[src/rtl/sd_wb_arbiter.sv]
// Two-master round-robin Wishbone arbiter in front of the SD host register block.
// Holds the grant for whole and locked cycles; a watchdog ends stalled strobes with ERR.
module sd_wb_arbiter #(
  parameter int gWidth   = 32,
  parameter int gTimeout = 255
) (
  input  logic              CLK_I,
  input  logic              RST_I,

  input  logic              m0_CYC_I,
  input  logic              m0_STB_I,
  input  logic              m0_WE_I,
  input  logic              m0_LOCK_I,
  input  logic [2:0]        m0_ADR_I,
  input  logic [gWidth-1:0] m0_DAT_I,
  input  logic              m0_SEL_I,
  input  logic [2:0]        m0_CTI_I,
  output logic              m0_ACK_O,
  output logic              m0_ERR_O,
  output logic              m0_RTY_O,
  output logic [gWidth-1:0] m0_DAT_O,

  input  logic              m1_CYC_I,
  input  logic              m1_STB_I,
  input  logic              m1_WE_I,
  input  logic              m1_LOCK_I,
  input  logic [2:0]        m1_ADR_I,
  input  logic [gWidth-1:0] m1_DAT_I,
  input  logic              m1_SEL_I,
  input  logic [2:0]        m1_CTI_I,
  output logic              m1_ACK_O,
  output logic              m1_ERR_O,
  output logic              m1_RTY_O,
  output logic [gWidth-1:0] m1_DAT_O,

  output logic              s_CYC_O,
  output logic              s_STB_O,
  output logic              s_WE_O,
  output logic              s_LOCK_O,
  output logic [2:0]        s_ADR_O,
  output logic [gWidth-1:0] s_DAT_O,
  output logic              s_SEL_O,
  output logic [2:0]        s_CTI_O,
  input  logic              s_ACK_I,
  input  logic              s_ERR_I,
  input  logic              s_RTY_I,
  input  logic [gWidth-1:0] s_DAT_I,

  output logic [1:0]        gnt_O,
  output logic              timeout_O
);

  // state | meaning
  // IDLE  | no owner, slave outputs forced low, arbitration happens here
  // OWN0  | master 0 owns the slave port (CYC or LOCK held)
  // OWN1  | master 1 owns the slave port (CYC or LOCK held)
  typedef enum logic [1:0] {
    IDLE = 2'd0,
    OWN0 = 2'd1,
    OWN1 = 2'd2
  } state_t;

  localparam logic [15:0] TermCnt = 16'(gTimeout - 1);

  state_t      state_q, state_d;
  logic        last_q, last_d;
  logic [1:0]  gnt_q, gnt_d;
  logic [15:0] cnt_q, cnt_d;
  logic        timeout_q;

  logic own0, own1, own_stb, resp, expire;

  always_ff @(posedge CLK_I or posedge RST_I) begin
    if (RST_I) begin
      state_q   <= IDLE;
      last_q    <= 1'b1;
      gnt_q     <= 2'b00;
      cnt_q     <= 16'd0;
      timeout_q <= 1'b0;
    end else begin
      state_q   <= state_d;
      last_q    <= last_d;
      gnt_q     <= gnt_d;
      cnt_q     <= cnt_d;
      timeout_q <= expire;
    end
  end

  always_comb begin
    state_d = state_q;
    last_d  = last_q;
    gnt_d   = gnt_q;
    case (state_q)
      IDLE: begin
        // On a tie the master that did not own the port last wins.
        if (m0_CYC_I && (!m1_CYC_I || last_q)) begin
          state_d = OWN0;
          last_d  = 1'b0;
          gnt_d   = 2'b01;
        end else if (m1_CYC_I) begin
          state_d = OWN1;
          last_d  = 1'b1;
          gnt_d   = 2'b10;
        end
      end
      OWN0: begin
        if (!(m0_CYC_I || m0_LOCK_I)) begin
          state_d = IDLE;
          gnt_d   = 2'b00;
        end
      end
      OWN1: begin
        if (!(m1_CYC_I || m1_LOCK_I)) begin
          state_d = IDLE;
          gnt_d   = 2'b00;
        end
      end
      default: begin
        state_d = IDLE;
        gnt_d   = 2'b00;
      end
    endcase
  end

  // Ownership is masked by reset so every output drops without waiting for a clock.
  assign own0 = (state_q == OWN0) && !RST_I;
  assign own1 = (state_q == OWN1) && !RST_I;

  assign own_stb = (own0 && m0_STB_I) || (own1 && m1_STB_I);
  assign resp    = s_ACK_I || s_ERR_I || s_RTY_I;
  assign expire  = own_stb && !resp && (cnt_q == TermCnt);

  always_comb begin
    cnt_d = cnt_q + 16'd1;
    if (!own_stb || resp || expire) begin
      cnt_d = 16'd0;
    end
  end

  always_comb begin
    s_CYC_O  = 1'b0;
    s_STB_O  = 1'b0;
    s_WE_O   = 1'b0;
    s_LOCK_O = 1'b0;
    s_ADR_O  = 3'd0;
    s_DAT_O  = '0;
    s_SEL_O  = 1'b0;
    s_CTI_O  = 3'd0;
    if (own0) begin
      s_CYC_O  = m0_CYC_I;
      s_STB_O  = m0_STB_I && !expire;
      s_WE_O   = m0_WE_I;
      s_LOCK_O = m0_LOCK_I;
      s_ADR_O  = m0_ADR_I;
      s_DAT_O  = m0_DAT_I;
      s_SEL_O  = m0_SEL_I;
      s_CTI_O  = m0_CTI_I;
    end else if (own1) begin
      s_CYC_O  = m1_CYC_I;
      s_STB_O  = m1_STB_I && !expire;
      s_WE_O   = m1_WE_I;
      s_LOCK_O = m1_LOCK_I;
      s_ADR_O  = m1_ADR_I;
      s_DAT_O  = m1_DAT_I;
      s_SEL_O  = m1_SEL_I;
      s_CTI_O  = m1_CTI_I;
    end
  end

  assign m0_ACK_O = own0 && s_ACK_I;
  assign m0_RTY_O = own0 && s_RTY_I;
  assign m0_ERR_O = own0 && (s_ERR_I || expire);
  assign m0_DAT_O = own0 ? s_DAT_I : '0;

  assign m1_ACK_O = own1 && s_ACK_I;
  assign m1_RTY_O = own1 && s_RTY_I;
  assign m1_ERR_O = own1 && (s_ERR_I || expire);
  assign m1_DAT_O = own1 ? s_DAT_I : '0;

  assign gnt_O     = gnt_q;
  assign timeout_O = timeout_q;

endmodule

[config.mk]
export PLATFORM = sky130hd
export DESIGN_NAME = sd_wb_arbiter
export DESIGN_NICKNAME = d
export VERILOG_FILES = /design/src/rtl/sd_wb_arbiter.sv
export SDC_FILE = /design/constraint.sdc
export NUM_CORES = 1
export LEC_CHECK = 0
export CAP_MARGIN = 5
export CORE_MARGIN = 5
export CORE_UTILIZATION = 27
export DETAILED_ROUTE_END_ITERATION = 10
export GPL_TIMING_DRIVEN = 0
export PLACE_DENSITY = 0.93
export SYNTH_ARGS = -nofsm -noshare
export SYNTH_HDL_FRONTEND = slang
export SYNTH_SLANG_ARGS = --single-unit
[constraint.sdc]
create_clock -name CLK_I -period 2.8 [get_ports CLK_I]
set_clock_uncertainty 0.2 [all_clocks]
set_input_delay 0.84 -clock CLK_I [delete_from_list [all_inputs] [get_ports CLK_I]]
set_output_delay 0.84 -clock CLK_I [all_outputs]
set_load 0.02 [all_outputs]
util_map.png
The bar under the picture is 20 um long. 10 x 10 tiles, from white (low) to dark blue (high), 0 to 100% covered.
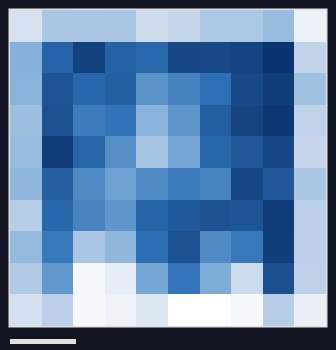
densest ninth of the die: middle right
fullest tile: 99%
nearly empty tiles: 2.0%
emptiest ninth of the die: lower left

ff_map.png
The bar under the picture is 20 um long. Other sequential cells in the stronger gray, the rest of the logic in the fainter gray.
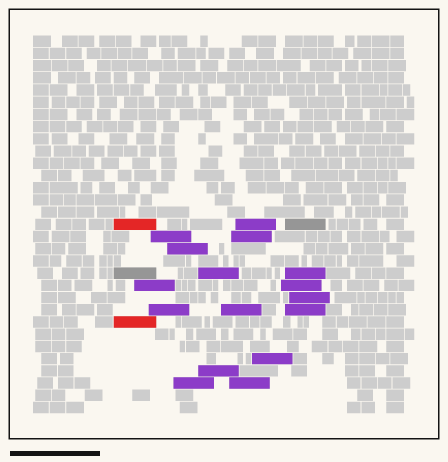
| color | signal | sequential cells |
|---|---|---|
| red | gnt_O | 2 |
| purple | cnt_q | 16 |

==> results.json <==
{
  "reg2reg_slack_ns": 0.87,
  "fin_nets": 629,
  "drt_iter0_drc": 90,
  "largest_cell_class": "buffers",
  "violations": "negative setup slack",
  "crit_type": "in -> out",
  "max_slew_margin": 0.481,
  "crit_buf_inv": 4,
  "inverters_excl_clock": 4,
  "cp_top_family": "buffers and inverters",
  "overflow": 0,
  "cts_buffer_depth": 2,
  "min_path_type": "reg -> reg",
  "top_cell_area_share": 0.242,
  "mux_area_frac": 0,
  "met2WireLength_um": 6330,
  "power_mw": 2.88,
  "syn_nets": 356,
  "status": "finished with violations",
  "die_y_um": 95.4,
  "row_count": 31,
  "ff_latch_area_um2": 504,
  "ys_types": 32,
  "worst_slack_ns": -0.108,
  "area_growth_pct": 164,
  "setup_viol": 96,
  "core_um2": 7180,
  "period_used_share": 1.04,
  "comb_cells": 190,
  "grt_use_met1": 0.239,
  "layout_top_cell": "clkdlybuf4s50_1",
  "drc": 0,
  "cts_tree": "done",
  "finalHoldViolCount": 0,
  "ys_top_logic_family": "simple AND/OR/NAND/NOR gates",
  "avgSynthCellArea_um2": 8.51,
  "fmax_ghz": 0.344,
  "critPathMaxStageDelay_ns": 0.26,
  "synth_adder_area_share": 0.0127,
  "startpoint": "RST_I",
  "finalCriticalPeriod_ns": 2.91,
  "final_cell_mix": "clkdlybuf4s50_1, buf_6, and2_4",
  "drt_pass1_iterations": 4
}
placed.png
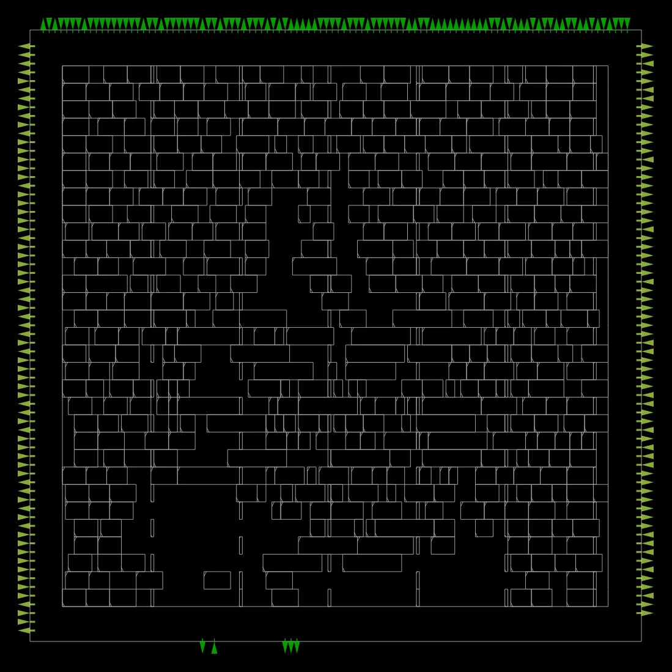
Seq area share: 0.0972
fillers: 487

## power breakdown
group | total (mW) | leakage [nW] | internal (mW) | switching [mW]
clock network | 0.192 | 0.0228 | 0.101 | 0.0912
registers | 0.372 | 0.271 | 0.319 | 0.0530
logic | 2.32 | 2.06 | 1.28 | 1.04
total | 2.88 | 2.35 | 1.70 | 1.18
## synthesized netlist by cell type, types with 3 or more instances
master and count:
a21oi_1 3, a22o_1 42, and2_1 68, buf_2 3, buf_4 6, clkbuf_1 8
dfrtp_1 19, inv_1 4, nand2_1 7, nand3_1 4, nand4_1 3, nor2_1 17
nor3_1 4, nor4_2 4, o21ai_0 3, xnor2_1 9, xor2_1 5
## worst reg2reg max path, cell delays in order, from the launching register on
cell,delay (ns)
dfrtp_1,0.38
inv_1,0.06
ha_1,0.14
nor4b_4,0.19
nand4_1,0.16
buf_4,0.17
buf_4,0.12
nand3_2,0.14
buf_4,0.20
nor2_1,0.06
## cell families (layout without fill, tap and decap cells)
kind of cell	Yosys count	count (layout)
buf+inv	21	293
fa+ha+maj	2	2
flops	20	20
compound gates	52	52
simple gates	122	122
xor+xnor	14	14
## metrics by stage
| stage | TNS (ns) | std cells | cell area, um2 |
|---|---|---|---|
| 2_1_floorplan | 0 | 231 | 1970 |
| 3_3_place_gp | -141.61 | 568 | 4480 |
| 3_5_place_dp | -137.67 | 568 | 4480 |
| 4_1_cts | -6.65 | 600 | 5140 |
| 5_1_grt | -9.86 | 602 | 5180 |
| 6_report | -4.79 | 602 | 5180 |
## repair_timing
action                                  4_1_cts  5_1_grt
cloned                                       10        0
endpoints found under the setup margin      113      112
pin swaps                                    62        8
gates resized                               786       18
buffers inserted                             19        5
## registers in the layout (all words and copies together) (netlist names)
register,count
cnt_q,16
gnt_O,2
last_q,1
timeout_O,1
No activity file was given, so power comes from the tool's default toggle rates.
